**Run 1: M3 wires**

The bar under the picture is 50 microns long.
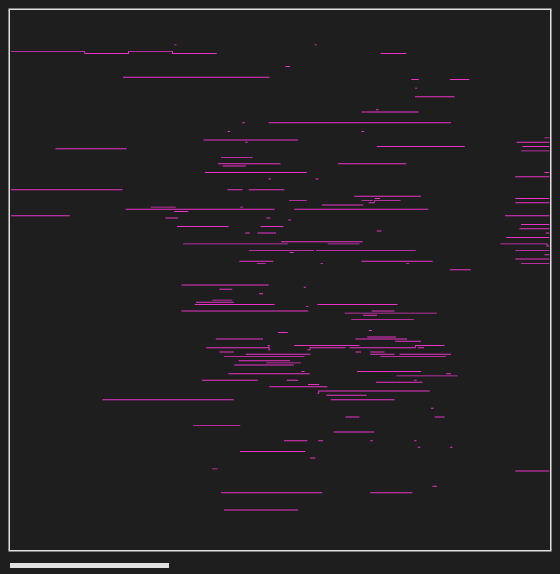
**Run 1: the clock network**

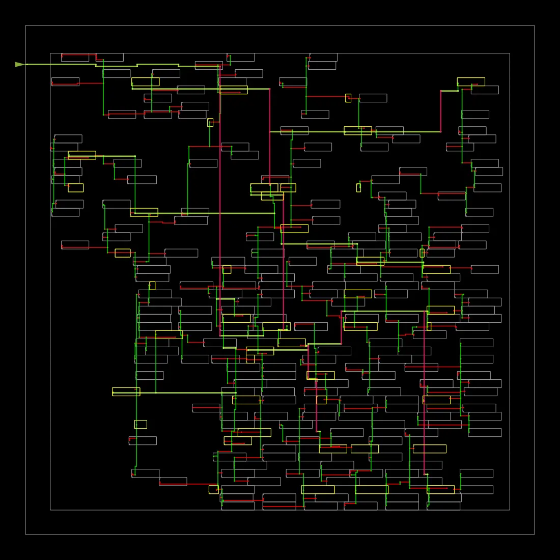
**Run 1: metal 1**

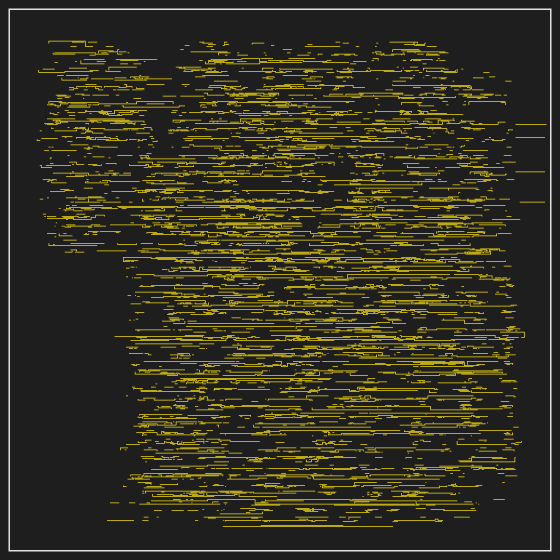
<file path="src/rtl/uart_frame_ctrl_if.sv">
// Bus bundle between the UART byte source and the frame controller.
// Handshake: rx_data_vld is a one-cycle strobe with no back-pressure; rx_data
// is valid only in a cycle where rx_data_vld is high. There is no ready, so a
// byte offered while the controller is writing is discarded and reported on
// drop. All controller outputs are registered pulses or levels. wr_addr and
// wr_data are meaningful only when wr_en is high. state_dbg mirrors the FSM
// state so that checkers can bind to it.
interface uart_frame_ctrl_if;
  logic       rx_data_vld;
  logic [7:0] rx_data;
  logic       wr_en;
  logic [7:0] wr_addr;
  logic [7:0] wr_data;
  logic       busy;
  logic       frame_ok;
  logic       frame_err;
  logic       timeout;
  logic       drop;
  logic [2:0] state_dbg;

  modport master (
    output rx_data_vld, rx_data,
    input  wr_en, wr_addr, wr_data, busy, frame_ok, frame_err, timeout, drop,
    input  state_dbg
  );

  modport slave (
    input  rx_data_vld, rx_data,
    output wr_en, wr_addr, wr_data, busy, frame_ok, frame_err, timeout, drop,
    output state_dbg
  );
endinterface

</file>
<file path="src/rtl/uart_frame_ctrl.sv">
// Command-frame parser behind the UART receiver.
// Frame: HEADER, base address, length, payload[length], checksum, where the
// checksum is the 8-bit sum of address, length and payload bytes. A good frame
// is replayed from the buffer as back-to-back register writes.
module uart_frame_ctrl #(
  parameter int unsigned CLOCK         = 50_000_000,
  parameter int unsigned BAUD          = 9600,
  parameter logic [7:0]  HEADER        = 8'h55,
  parameter int unsigned MAX_LEN       = 16,
  parameter int unsigned TIMEOUT_BYTES = 3
) (
  input logic              clk,
  input logic              rst,
  uart_frame_ctrl_if.slave bus
);

  localparam int unsigned BIT_CYC = CLOCK / BAUD;
  localparam int unsigned TO_CYC  = TIMEOUT_BYTES * 10 * BIT_CYC;
  localparam int          CW      = $clog2(TO_CYC + 1);
  localparam int          IW      = (MAX_LEN > 1) ? $clog2(MAX_LEN) : 1;

  typedef enum logic [2:0] {
    S_IDLE  = 3'd0,
    S_ADDR  = 3'd1,
    S_LEN   = 3'd2,
    S_DATA  = 3'd3,
    S_CSUM  = 3'd4,
    S_WRITE = 3'd5
  } state_t;

  state_t          state_q, state_d;
  logic [7:0]      base_q, len_q, idx_q, widx_q, sum_q;
  logic [CW-1:0]   cnt_q;
  logic [7:0]      buf_mem [MAX_LEN];

  logic            wr_en_q, busy_q, frame_ok_q, frame_err_q, timeout_q, drop_q;
  logic [7:0]      wr_addr_q, wr_data_q;
  logic            wr_en_d, frame_ok_d, frame_err_d, timeout_d, drop_d;
  logic [7:0]      wr_addr_d, wr_data_d;

  logic            byte_in, framing, to_hit, len_ok, csum_ok, last_data, more_beats;

  assign byte_in    = bus.rx_data_vld;
  assign framing    = (state_q == S_ADDR) || (state_q == S_LEN) ||
                      (state_q == S_DATA) || (state_q == S_CSUM);
  // A byte in the expiry cycle wins, so expiry is only acted on without one.
  assign to_hit     = framing && !byte_in && (cnt_q == CW'(TO_CYC - 1));
  assign len_ok     = (bus.rx_data <= 8'(MAX_LEN));
  assign csum_ok    = (bus.rx_data == sum_q);
  assign last_data  = (idx_q == (len_q - 8'd1));
  assign more_beats = (widx_q < len_q);

  // State register.
  always_ff @(posedge clk or posedge rst) begin
    if (rst) state_q <= S_IDLE;
    else     state_q <= state_d;
  end

  // Next-state logic: parse one byte per strobe, bail out on timeout.
  always_comb begin
    state_d = state_q;
    case (state_q)
      S_IDLE:  if (byte_in && bus.rx_data == HEADER) state_d = S_ADDR;
      S_ADDR:  if (byte_in) state_d = S_LEN;
               else if (to_hit) state_d = S_IDLE;
      S_LEN:   if (byte_in) begin
                 if (bus.rx_data == 8'd0) state_d = S_CSUM;
                 else if (len_ok)         state_d = S_DATA;
                 else                     state_d = S_IDLE;
               end else if (to_hit) state_d = S_IDLE;
      S_DATA:  if (byte_in) begin
                 if (last_data) state_d = S_CSUM;
               end else if (to_hit) state_d = S_IDLE;
      S_CSUM:  if (byte_in) begin
                 if (csum_ok && len_q != 8'd0) state_d = S_WRITE;
                 else                          state_d = S_IDLE;
               end else if (to_hit) state_d = S_IDLE;
      S_WRITE: if (!more_beats) state_d = S_IDLE;
      default: state_d = S_IDLE;
    endcase
  end

  // Output logic: next values of the registered outputs. Beat 0 is launched
  // from the checksum cycle so the first write lands the cycle after it.
  always_comb begin
    wr_en_d     = 1'b0;
    wr_addr_d   = wr_addr_q;
    wr_data_d   = wr_data_q;
    frame_ok_d  = 1'b0;
    frame_err_d = 1'b0;
    timeout_d   = to_hit;
    drop_d      = 1'b0;
    case (state_q)
      S_LEN:   if (byte_in && !len_ok) frame_err_d = 1'b1;
      S_CSUM:  if (byte_in) begin
                 if (csum_ok) begin
                   frame_ok_d = 1'b1;
                   if (len_q != 8'd0) begin
                     wr_en_d   = 1'b1;
                     wr_addr_d = base_q;
                     wr_data_d = buf_mem[0];
                   end
                 end else begin
                   frame_err_d = 1'b1;
                 end
               end
      S_WRITE: begin
                 drop_d = byte_in;
                 if (more_beats) begin
                   wr_en_d   = 1'b1;
                   wr_addr_d = base_q + widx_q;
                   wr_data_d = buf_mem[widx_q[IW-1:0]];
                 end
               end
      default: ;
    endcase
  end

  // Datapath and output registers.
  always_ff @(posedge clk or posedge rst) begin
    if (rst) begin
      cnt_q       <= '0;
      base_q      <= 8'd0;
      len_q       <= 8'd0;
      idx_q       <= 8'd0;
      widx_q      <= 8'd0;
      sum_q       <= 8'd0;
      wr_en_q     <= 1'b0;
      busy_q      <= 1'b0;
      wr_addr_q   <= 8'd0;
      wr_data_q   <= 8'd0;
      frame_ok_q  <= 1'b0;
      frame_err_q <= 1'b0;
      timeout_q   <= 1'b0;
      drop_q      <= 1'b0;
    end else begin
      if (framing && !byte_in && !to_hit) cnt_q <= cnt_q + 1'b1;
      else                                cnt_q <= '0;
      if (byte_in) begin
        case (state_q)
          S_ADDR: begin base_q <= bus.rx_data; sum_q <= bus.rx_data; end
          S_LEN:  begin len_q <= bus.rx_data; idx_q <= 8'd0; sum_q <= sum_q + bus.rx_data; end
          S_DATA: begin idx_q <= idx_q + 8'd1; sum_q <= sum_q + bus.rx_data; end
          default: ;
        endcase
      end
      if (state_q == S_CSUM && byte_in && csum_ok)  widx_q <= 8'd1;
      else if (state_q == S_WRITE && more_beats)     widx_q <= widx_q + 8'd1;
      wr_en_q     <= wr_en_d;
      busy_q      <= wr_en_d;
      wr_addr_q   <= wr_addr_d;
      wr_data_q   <= wr_data_d;
      frame_ok_q  <= frame_ok_d;
      frame_err_q <= frame_err_d;
      timeout_q   <= timeout_d;
      drop_q      <= drop_d;
    end
  end

  // Payload buffer; contents are don't-care after reset.
  always_ff @(posedge clk) begin
    if (state_q == S_DATA && byte_in) buf_mem[idx_q[IW-1:0]] <= bus.rx_data;
  end

  assign bus.wr_en     = wr_en_q;
  assign bus.wr_addr   = wr_addr_q;
  assign bus.wr_data   = wr_data_q;
  assign bus.busy      = busy_q;
  assign bus.frame_ok  = frame_ok_q;
  assign bus.frame_err = frame_err_q;
  assign bus.timeout   = timeout_q;
  assign bus.drop      = drop_q;
  assign bus.state_dbg = state_q;

endmodule

</file>
<file path="src/flat_wrapper.sv">
// flat-port wrapper written by rule: the top's interface ports become plain ports
module uart_frame_ctrl_flat 
#(
  parameter int unsigned CLOCK         = 50_000_000,
  parameter int unsigned BAUD          = 9600,
  parameter logic [7:0]  HEADER        = 8'h55,
  parameter int unsigned MAX_LEN       = 16,
  parameter int unsigned TIMEOUT_BYTES = 3
)
  (clk, rst, bus_rx_data_vld, bus_rx_data, bus_wr_en, bus_wr_addr, bus_wr_data, bus_busy, bus_frame_ok, bus_frame_err, bus_timeout, bus_drop, bus_state_dbg);
  uart_frame_ctrl_if bus_i ();
  input logic clk;
  input logic rst;
  input wire logic [$bits(bus_i.rx_data_vld)-1:0] bus_rx_data_vld;
  input wire logic [$bits(bus_i.rx_data)-1:0] bus_rx_data;
  output wire logic [$bits(bus_i.wr_en)-1:0] bus_wr_en;
  output wire logic [$bits(bus_i.wr_addr)-1:0] bus_wr_addr;
  output wire logic [$bits(bus_i.wr_data)-1:0] bus_wr_data;
  output wire logic [$bits(bus_i.busy)-1:0] bus_busy;
  output wire logic [$bits(bus_i.frame_ok)-1:0] bus_frame_ok;
  output wire logic [$bits(bus_i.frame_err)-1:0] bus_frame_err;
  output wire logic [$bits(bus_i.timeout)-1:0] bus_timeout;
  output wire logic [$bits(bus_i.drop)-1:0] bus_drop;
  output wire logic [$bits(bus_i.state_dbg)-1:0] bus_state_dbg;
  assign bus_i.rx_data_vld = bus_rx_data_vld;
  assign bus_i.rx_data = bus_rx_data;
  assign bus_wr_en = bus_i.wr_en;
  assign bus_wr_addr = bus_i.wr_addr;
  assign bus_wr_data = bus_i.wr_data;
  assign bus_busy = bus_i.busy;
  assign bus_frame_ok = bus_i.frame_ok;
  assign bus_frame_err = bus_i.frame_err;
  assign bus_timeout = bus_i.timeout;
  assign bus_drop = bus_i.drop;
  assign bus_state_dbg = bus_i.state_dbg;
  uart_frame_ctrl #(.CLOCK(CLOCK), .BAUD(BAUD), .HEADER(HEADER), .MAX_LEN(MAX_LEN), .TIMEOUT_BYTES(TIMEOUT_BYTES)) u_core (.clk(clk), .rst(rst), .bus(bus_i));
endmodule
</file>
<file path="config.mk">
export PLATFORM = sky130hd
export DESIGN_NAME = uart_frame_ctrl_flat
export DESIGN_NICKNAME = d
export VERILOG_FILES = /design/src/rtl/uart_frame_ctrl_if.sv /design/src/rtl/uart_frame_ctrl.sv /design/src/flat_wrapper.sv
export SDC_FILE = /design/constraint.sdc
export NUM_CORES = 1
export LEC_CHECK = 0
export ABC_AREA = 1
export CELL_PAD_IN_SITES_DETAIL_PLACEMENT = 1
export CELL_PAD_IN_SITES_GLOBAL_PLACEMENT = 1
export CORE_MARGIN = 8
export CORE_UTILIZATION = 44
export DETAILED_ROUTE_END_ITERATION = 8
export PLACE_DENSITY = 0.75
export SLEW_MARGIN = 20
export SYNTH_ARGS = -nofsm -noshare
export SYNTH_HDL_FRONTEND = slang
export SYNTH_SLANG_ARGS = --single-unit
</file>
<file path="constraint.sdc">
create_clock -name clk -period 2.66 [get_ports clk]
set_input_delay 0.665 -clock clk [delete_from_list [all_inputs] [get_ports clk]]
set_output_delay 0.665 -clock clk [all_outputs]
set_load 0.01 [all_outputs]
</file>
==> impl_metrics.py, run 1 <==
# Auto-generated metrics
metrics = {
    "final_layout": {
        "share_of_layout_cells_above_drive_strength_1": 0.130,
        "n_multi_input_combinational_cell": 719,
        "combGateArea_sq_um": 3910,
        "seq_cells": 210,
        "clk_share": 0.0734,
        "seq_share": 0.477,
        "seqCellArea_sq_um": 5900,
        "largestClassByArea": "registers",
        "num-nonclk-buffers": 92,
    },
    "synthesis": {
        "synth.cellmix.xorXnorShare": 0.0236,
        "synth_simple_gate_area_share": 0.199,
        "yosys-dominant-comb-family": "simple AND/OR/NAND/NOR gates",
        "synthMuxAreaShare": 0.00108,
        "async_flop_share": 0.390,
        "synth-warning-count": 0,
        "synth_seq_share": 0.567,
        "synthDistinctLibCells": 48,
        "mapped_area_sq_um": 10400,
        "synthFlopType": "edfxtp_1",
        "area_of_the_synthesized_netlist_per_yosys_stat_sq_um": 10400,
        "ys_top_cells_by_count": "nand2_1 (168), nor2_1 (140), edfxtp_1 (128)",
        "syn_nets": 1107,
    },
    "setup_path": {
        "start_kind": "flop",
        "critPathCaptureType": "output port",
        "worstReg2RegStart": "u_core.bus.state_dbg[1]$_DFFE_PP0P_",
        "worst_reg_to_reg_setup_slack_ns": 0.49,
    },
    "min_path": {
        "classification_of_the_worst_slack_hold_path": "flop to flop",
        "min_path_cells": 2,
    },
    "die": {
        "num_tap_cells": 319,
        "initial_utilization": 0.446,
        "chipHeight_microns": 170,
    },
    "grt": {
        "grt_util_all_layers": 0.213,
        "grt_remaining_overflow": 0,
        "pin_count_of_the_biggest_net_entering_global_routing": 62,
    },
    "cts": {
        "cts.htree.levels": 1,
        "clkTransAtPathRegs_ns": 0.05,
    },
    "pwr": {
        "cellInternalPower_uw": 7830,
        "post-layout-total-power_uw": 12600,
        "combPwrFrac": 0.358,
        "power_density_nw_per_um2": 1020,
    },
    "sta": {
        "final-setup-viol-count": 0,
        "hold_viol_final": 0,
    },
    "status": {
        "outcome": "completed",
    },
}
Notes on 'M3 wires' above:
The longest straight run is 57.0 microns. The wires run mostly horizontal.
GRT met3 Usage: 0.0361
number of vias after detailed routing: 8212
total routed wirelength: 30300 microns

Notes on 'the clock network' above:
skew final: 0.0106 ns
total of clock buffers placed in the layout: 30
clock distribution power: 3730 uW

Notes on 'metal 1' above:
The layer holds 41% of the routed length. 1109 nets have wire on it.
met1 track demand over resource in global routing: 0.259

run 1: per-layer routing:
layer	wire length [microns]	vias to the layer above	global-route usage
met5	0	-	0
met4	1040	0	0.0823
met3	1810	69	0.0361
met2	15000	237	0.372
met1	12500	4083	0.259
li1	-	3823	-
run 1: flip-flops by register name, summed over array words and instances, names as in the netlist:
name,cells
u_core.base_q,8
u_core.buf_mem,128
u_core.bus.drop,1
u_core.bus.frame_err,1
u_core.bus.frame_ok,1
u_core.bus.state_dbg,3
u_core.bus.timeout,1
u_core.bus.wr_addr,8
u_core.bus.wr_data,8
u_core.bus.wr_en,1
u_core.cnt_q,18
u_core.idx_q,8
u_core.len_q,8
u_core.sum_q,8
u_core.widx_q,8
run 1: layout by cell type, fill, tap and decap left out, types with 4 or more instances in the layout:
cell | Yosys | routed
nand2_2 | 7 | 7
ha_1 | 29 | 29
clkinv_2 | 1 | 4
o21ai_1 | 5 | 5
nor2_1 | 140 | 140
xnor2_1 | 7 | 7
buf_12 | 0 | 6
xor2_1 | 21 | 21
clkinv_1 | 3 | 4
nor2_2 | 6 | 6
o21ai_0 | 111 | 111
nand2_1 | 168 | 168
nand3_1 | 73 | 73
nor3b_1 | 4 | 4
a21oi_1 | 42 | 42
clkdlybuf4s50_1 | 0 | 35
buf_4 | 5 | 51
clkbuf_16 | 0 | 25
inv_1 | 84 | 83
bufinv_16 | 0 | 5
nand4_1 | 16 | 16
nor3_1 | 9 | 9
o22ai_1 | 17 | 17
o211ai_1 | 24 | 24
dfrtp_1 | 82 | 80
o21a_1 | 4 | 4
edfxtp_1 | 128 | 128
nor2_4 | 5 | 5
inv_2 | 8 | 8
nand2_4 | 4 | 4
run 1: tightest hold or removal path: cells and delay by family (launching register included):
kind,cells,cell delay (ns)
AND/OR/NAND/NOR,2,0.10
flip-flops,1,0.34
==> inputs of run 2 (changes only) <==
- CORE_ASPECT_RATIO: default -> 0.7
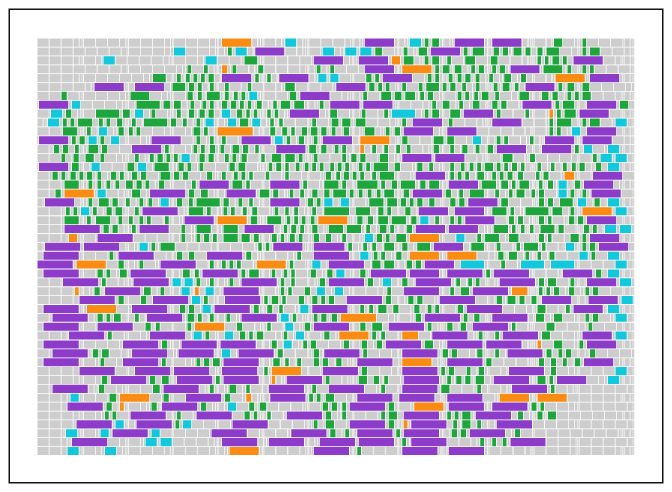
**Above:** run 2 (cell classes on the final placement).
Fill, decap, tap and diode cells in grey.
Key: orange = clock drivers and dummy loads [cells 40]; green = all other logic [cells 819]; cyan = other buffers and delay cells [cells 98]; purple = flip-flops [cells 210]

==> run 2 against run 1 <==
  * Sequential share of layout area rose by 0.63 points
  * Utilization fell by 0.86 points
  * Largest cell class unchanged
  * Combinational power rose by 1%
  * Setup slack got worse by 0.14 ns
  * Sequential cell count did not move
  * Clock skew rose by 0.0043 ns
  * Non-clock buffer count rose by 6
  * Synthesized cell count did not move
  * Final area fell by 1.3%
  * Final cell count did not move
  * Via count fell by 1.9%
  * Critical path type unchanged
  * Maximum frequency fell by 5.6%
==> impl_metrics.py, run 2 <==
# Auto-generated metrics
metrics = {
    "synthesis": {
        "synth.cellmix.xorXnorShare": 0.0236,
        "synthFlopType": "edfxtp_1",
        "synth_seq_share": 0.567,
        "synthDistinctLibCells": 48,
        "synth_compound_gate_area_share": 0.114,
        "top_cells_by_area": "edfxtp_1 (37%), dfrtp_1 (20%), nand2_1 (6.1%), o21ai_0 (5.3%), nor2_1 (5.1%)",
        "mapped_area_sq_um": 10400,
        "post_synth_tally_of_flip_flops_with_integrated_enable": 128,
        "async_flop_share": 0.390,
        "ys_top_cells_by_count": "nand2_1 (168), nor2_1 (140), edfxtp_1 (128)",
        "synth-warning-count": 0,
        "synth_cells": 1065,
        "area_of_the_synthesized_netlist_per_yosys_stat_sq_um": 10400,
        "synthMuxAreaShare": 0.00108,
        "post-synth-top-count-cell": "nand2_1",
        "synth_simple_gate_area_share": 0.199,
        "netlist.area_leader.share": 0.370,
        "syn_nets": 1107,
        "yosys-dominant-comb-family": "simple AND/OR/NAND/NOR gates",
    },
    "grt": {
        "grt_util_all_layers": 0.215,
        "grt_remaining_overflow": 0,
        "grt_pass1_wl_microns": 47900,
        "pin_count_of_the_biggest_net_entering_global_routing": 70,
    },
    "pwr": {
        "power_density_nw_per_um2": 986,
        "cellInternalPower_uw": 7350,
        "combPwrFrac": 0.379,
        "seq_power_share": 0.359,
        "post-layout-total-power_uw": 12000,
    },
    "detailed_routing": {
        "route.vias.total": 8060,
        "drtPass1Iterations": 5,
        "first_iter_violations": 609,
        "wl_per_cell_microns": 20.6,
        "total_routed_wirelength_microns": 30500,
    },
    "sta": {
        "finalClockSkew_ns": 0.0149,
        "post_route_clock_period_utilization": 0.956,
        "hold_viol_final": 0,
        "final-setup-viol-count": 0,
        "hold_ws_ns": 0.463,
        "maxSlewHeadroom": 0.610,
    },
    "place": {
        "place.gp.congestion": 0.810,
        "detailed_place_hpwl_microns": 21500,
        "dp_cells": 1445,
    },
    "setup_path": {
        "worst_reg_to_reg_setup_slack_ns": 0.51,
        "worstReg2RegStart": "u_core.bus.state_dbg[2]$_DFFE_PP0P_",
        "crit_slowest_cell": "dfrtp_1",
        "worst-endpoint-required_ns": 2.00,
        "timing.critical_path.fanout_max": 9,
        "start_kind": "flop",
        "critPathCaptureType": "output port",
        "slowest_delay_ns": 0.71,
    },
    "cts": {
        "clkTransAtPathRegs_ns": 0.07,
        "numCtsBuffers": 22,
        "cts.htree.levels": 1,
        "cts_resized": 0,
        "buffers_from_clock_root_to_sink_at_most": 3,
        "clock_insertion_delay_worst_skew_ns": 0.51,
    },
    "die": {
        "placementRows": 47,
        "chipHeight_microns": 145,
        "floorplan.die.width_microns": 200,
        "chip_area_sq_um": 28900,
        "initial_utilization": 0.444,
    },
    "final_layout": {
        "layout_top_cell_excl_fill_tap": "nand2_1",
        "largest_reg_flops": 128,
        "most-common-layout-cells": "nand2_1 (168), nor2_1 (140), edfxtp_1 (128)",
        "share_of_layout_cells_above_drive_strength_1": 0.126,
    },
    "min_path": {
        "classification_of_the_worst_slack_hold_path": "primary input to asynchronous set/reset pin",
    },
    "status": {
        "outcome": "completed",
    },
}
==> run 2: final cells by class <==
cell class              count  area, sq um  area share
multi-input cells         719         3910       0.321
clock buffers              29          618      0.0507
flip-flops and latches    210         5900       0.483
well taps                 318          398      0.0326
inverters                 100          393      0.0322
clock inverters            11          109     0.00892
repair buffers             98          873      0.0716
==> run 2: metrics by stage <==
step	cell area, sq um	setup TNS (ns)
2_1_floorplan	10400	0
3_3_place_gp	11500	-1.10
3_5_place_dp	11500	-2.51
4_1_cts	12200	0
5_1_grt	12200	0
6_report	12200	0
==> run 2: power by group through the flow <==
stage	clock, uW	sequential (uW)	combinational, uW
finish	3150	4310	4560
global route	3290	4370	5090
CTS	3190	4310	4570
detailed placement	0	4370	4520
global placement	0	4360	4340
floorplan	0	4270	2970
==> run 2: worst max-delay path by stage <==
| stage | from | end | slack [ns] | depth (start not counted) |
|---|---|---|---|---|
| after floorplan | bus_rx_data_vld | u_core.buf_mem[11][0]$_DFFE_PP_ | 0.50 | 7 |
| after global placement | bus_rx_data[4] | u_core.bus.wr_data[7]$_DFFE_PP0P_ | -0.07 | 12 |
| after detailed placement | bus_rx_data[4] | u_core.bus.wr_addr[2]$_DFFE_PP0P_ | -0.16 | 12 |
| after CTS | u_core.bus.state_dbg[2]$_DFFE_PP0P_ | bus_state_dbg[2] | 0.10 | 1 |
| after global routing | u_core.bus.state_dbg[2]$_DFFE_PP0P_ | bus_state_dbg[2] | 0.03 | 1 |
| final | u_core.bus.state_dbg[2]$_DFFE_PP0P_ | bus_state_dbg[2] | 0.12 | 1 |
==> run 2: metal layers <==
layer / GRT usage / vias up / wire length, microns
li1: - / 3829 / -
met1: 0.318 / 4030 / 15100
met2: 0.334 / 169 / 13400
met3: 0.0281 / 32 / 1560
met4: 0.0413 / 0 / 452
met5: 0 / - / 0
==> inputs of run 3 (changes only) <==
- REMOVE_ABC_BUFFERS: default -> 1
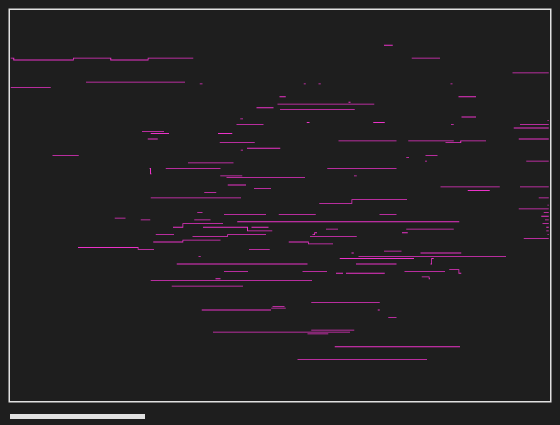
**Above:** run 3 (M3 wires).
The bar under the picture is 50 microns long.
The layer holds 4.8% of the routed length. The longest straight run is 81.9 microns. 70 nets have wire on it.
GRT met3 Usage: 0.0430
number of vias after detailed routing: 8211

==> run 3 against run 2 <==
  * Final cell count down 0.13%
  * Register-to-register slack worse by 0.07 ns
  * Utilization up 0.51 points
  * Setup slack better by 0.0074 ns
  * Global-route usage up 1.3 points
  * Clock power up 15%
  * Count of clock-buffer cells in the layout up 2
  * Via count up 1.9%
  * Critical path type unchanged
  * Largest cell class unchanged
  * Highest routed layer is now met5
==> impl_metrics.py, run 3 <==
# Auto-generated metrics
metrics = {
    "final_layout": {
        "share_of_layout_cells_above_drive_strength_1": 0.128,
        "layout_top_cell_excl_fill_tap": "nand2_1",
        "syn2layout_area_growth_pct": 18.5,
        "final_area_sq_um": 12300,
        "largest_reg_flops": 128,
        "most-common-layout-cells": "nand2_1 (168), nor2_1 (140), edfxtp_1 (128)",
        "n_antenna_cell": 0,
    },
    "synthesis": {
        "yosys-dominant-comb-family": "simple AND/OR/NAND/NOR gates",
        "netlist.area_leader.share": 0.370,
        "synth_cells": 1065,
        "synth_seq_share": 0.567,
        "top_cells_by_area": "edfxtp_1 (37%), dfrtp_1 (20%), nand2_1 (6.1%), o21ai_0 (5.3%), nor2_1 (5.1%)",
        "adder_and_majority_cell_fraction_of_the_synthesized_area": 0.0387,
        "synth.cellmix.xorXnorShare": 0.0236,
        "ys_top_cells_by_count": "nand2_1 (168), nor2_1 (140), edfxtp_1 (128)",
        "synthMuxAreaShare": 0.00108,
        "synth-warning-count": 0,
        "post_synth_tally_of_flip_flops_with_integrated_enable": 128,
        "async_flop_share": 0.390,
        "post-synth-top-count-cell": "nand2_1",
        "synthDistinctLibCells": 48,
        "area_of_the_synthesized_netlist_per_yosys_stat_sq_um": 10400,
        "synth_compound_gate_area_share": 0.114,
        "top_area_cell": "edfxtp_1",
        "synth_simple_gate_area_share": 0.199,
        "mapped_area_sq_um": 10400,
        "synthFlopType": "edfxtp_1",
    },
    "setup_path": {
        "slowest_delay_ns": 0.71,
        "worst-endpoint-required_ns": 2.00,
        "timing.critical_path.fanout_max": 9,
        "setup.worst_path.class": "flop to output port",
        "start_kind": "flop",
        "path_buffers": 1,
        "worst_reg_to_reg_setup_slack_ns": 0.44,
        "path_cells": "clkdlybuf4s50_1",
        "critPathCaptureType": "output port",
        "crit_slowest_cell": "dfrtp_1",
    },
    "place": {
        "port-buffer-count": 35,
        "dp_cells": 1441,
        "detailed_place_hpwl_microns": 22100,
        "place.gp.congestion": 0.822,
        "placedInstanceArea_sq_um": 11500,
    },
    "cts": {
        "clock-sinks": 210,
        "cts.htree.levels": 1,
        "clock_insertion_delay_worst_skew_ns": 0.51,
        "numCtsBuffers": 23,
        "buffers_from_clock_root_to_sink_at_most": 3,
        "clkTransAtPathRegs_ns": 0.06,
        "clk_root_buffer_cell": "clkbuf_16",
        "cts_resized": 0,
    },
    "grt": {
        "pin_count_of_the_biggest_net_entering_global_routing": 37,
        "grt_pass1_wl_microns": 50300,
        "grt_remaining_overflow": 0,
        "antenna_violations_before_repair": 1,
        "met2_usage": 0.377,
        "gr-max-usage-layer": "met2",
        "grt_util_all_layers": 0.228,
        "grtUsageMet1": 0.299,
    },
    "sta": {
        "maxSlewHeadroom": 0.612,
        "final.setup.tns_ns": 0,
        "rsz0062_at_grt": "no",
        "final-setup-viol-count": 0,
        "post_route_clock_period_utilization": 0.953,
        "finalClockSkew_ns": 0.00866,
        "final.min_clock_period_ns": 2.54,
        "hold_viol_final": 0,
    },
    "die": {
        "chipHeight_microns": 145,
        "floorplan.die.width_microns": 200,
        "chip_area_sq_um": 28900,
        "placementRows": 47,
        "number_of_primary_i_o_pins": 36,
        "initial_utilization": 0.444,
    },
    "pwr": {
        "power.ir.vdd_worst_uv": 445,
        "post-layout-total-power_uw": 12600,
        "power_density_nw_per_um2": 1020,
        "static-leakage-power_uw": 0.00502,
    },
    "detailed_routing": {
        "total_routed_wirelength_microns": 31800,
        "first_iter_violations": 523,
        "route.detailed.vias_per_inst": 5.54,
        "drtPass1Iterations": 4,
        "drt_drc_violations_left": 0,
        "detail-route-antenna-nets": 0,
        "wl_per_cell_microns": 21.5,
    },
    "status": {
        "outcome": "completed",
    },
    "run": {
        "warnings": 29,
    },
    "min_path": {
        "classification_of_the_worst_slack_hold_path": "primary input to asynchronous set/reset pin",
    },
}
==> run 3: cell counts after synthesis <==
Identical to the previous run, type by type.
==> run 3: per-layer routing <==
metal | share of wire | vias up
li1 | - | 3830
met1 | 0.45 | 4134
met2 | 0.47 | 187
met3 | 0.048 | 58
met4 | 0.030 | 2
met5 | 0.00031 | -
==> run 3: stage by stage <==
step	setup WS (ns)	hold WS, ns
final	0.124	0.457
after global routing	0.0513	0.490
after CTS	0.112	0.452
after detailed placement	-0.188	0.480
after global placement	-0.0656	0.472
after floorplan	-0.113	0.453
==> run 3: path summary, 6_finish.rpt <==
path	startpoint	end	depth (start not counted)
min reg2reg	u_core.sum_q[6]$_DFFE_PP0P_	u_core.sum_q[6]$_DFFE_PP0P_	2
min	rst	u_core.bus.wr_addr[2]$_DFFE_PP0P_	2
min in group clk	u_core.sum_q[6]$_DFFE_PP0P_	u_core.sum_q[6]$_DFFE_PP0P_	2
max	u_core.bus.state_dbg[2]$_DFFE_PP0P_	bus_state_dbg[2]	1
max in group asynchronous	rst	u_core.cnt_q[5]$_DFF_PP0_	3
max reg2reg	u_core.bus.state_dbg[2]$_DFFE_PP0P_	u_core.buf_mem[4][0]$_DFFE_PP_	8
==> run 3: report_power, final <==
group | internal [uW] | leakage [uW] | switching, uW | total [uW]
combinational | 1650 | 0.00239 | 2990 | 4640
clock | 2290 | 0.000423 | 1340 | 3630
sequential | 3890 | 0.00221 | 465 | 4350
total | 7820 | 0.00502 | 4800 | 12600
==> run 3: cell type report <==
type,count,area [sq um],share of cell area
clock buffers,31,682,0.0554
clock inverters,11,184,0.0149
inverters,100,390,0.0317
multi-input cells,719,3910,0.318
flip-flops and latches,210,5900,0.479
well taps,318,398,0.0323
repair buffers,94,856,0.0695
No activity file was given, so power comes from the tool's default toggle rates.
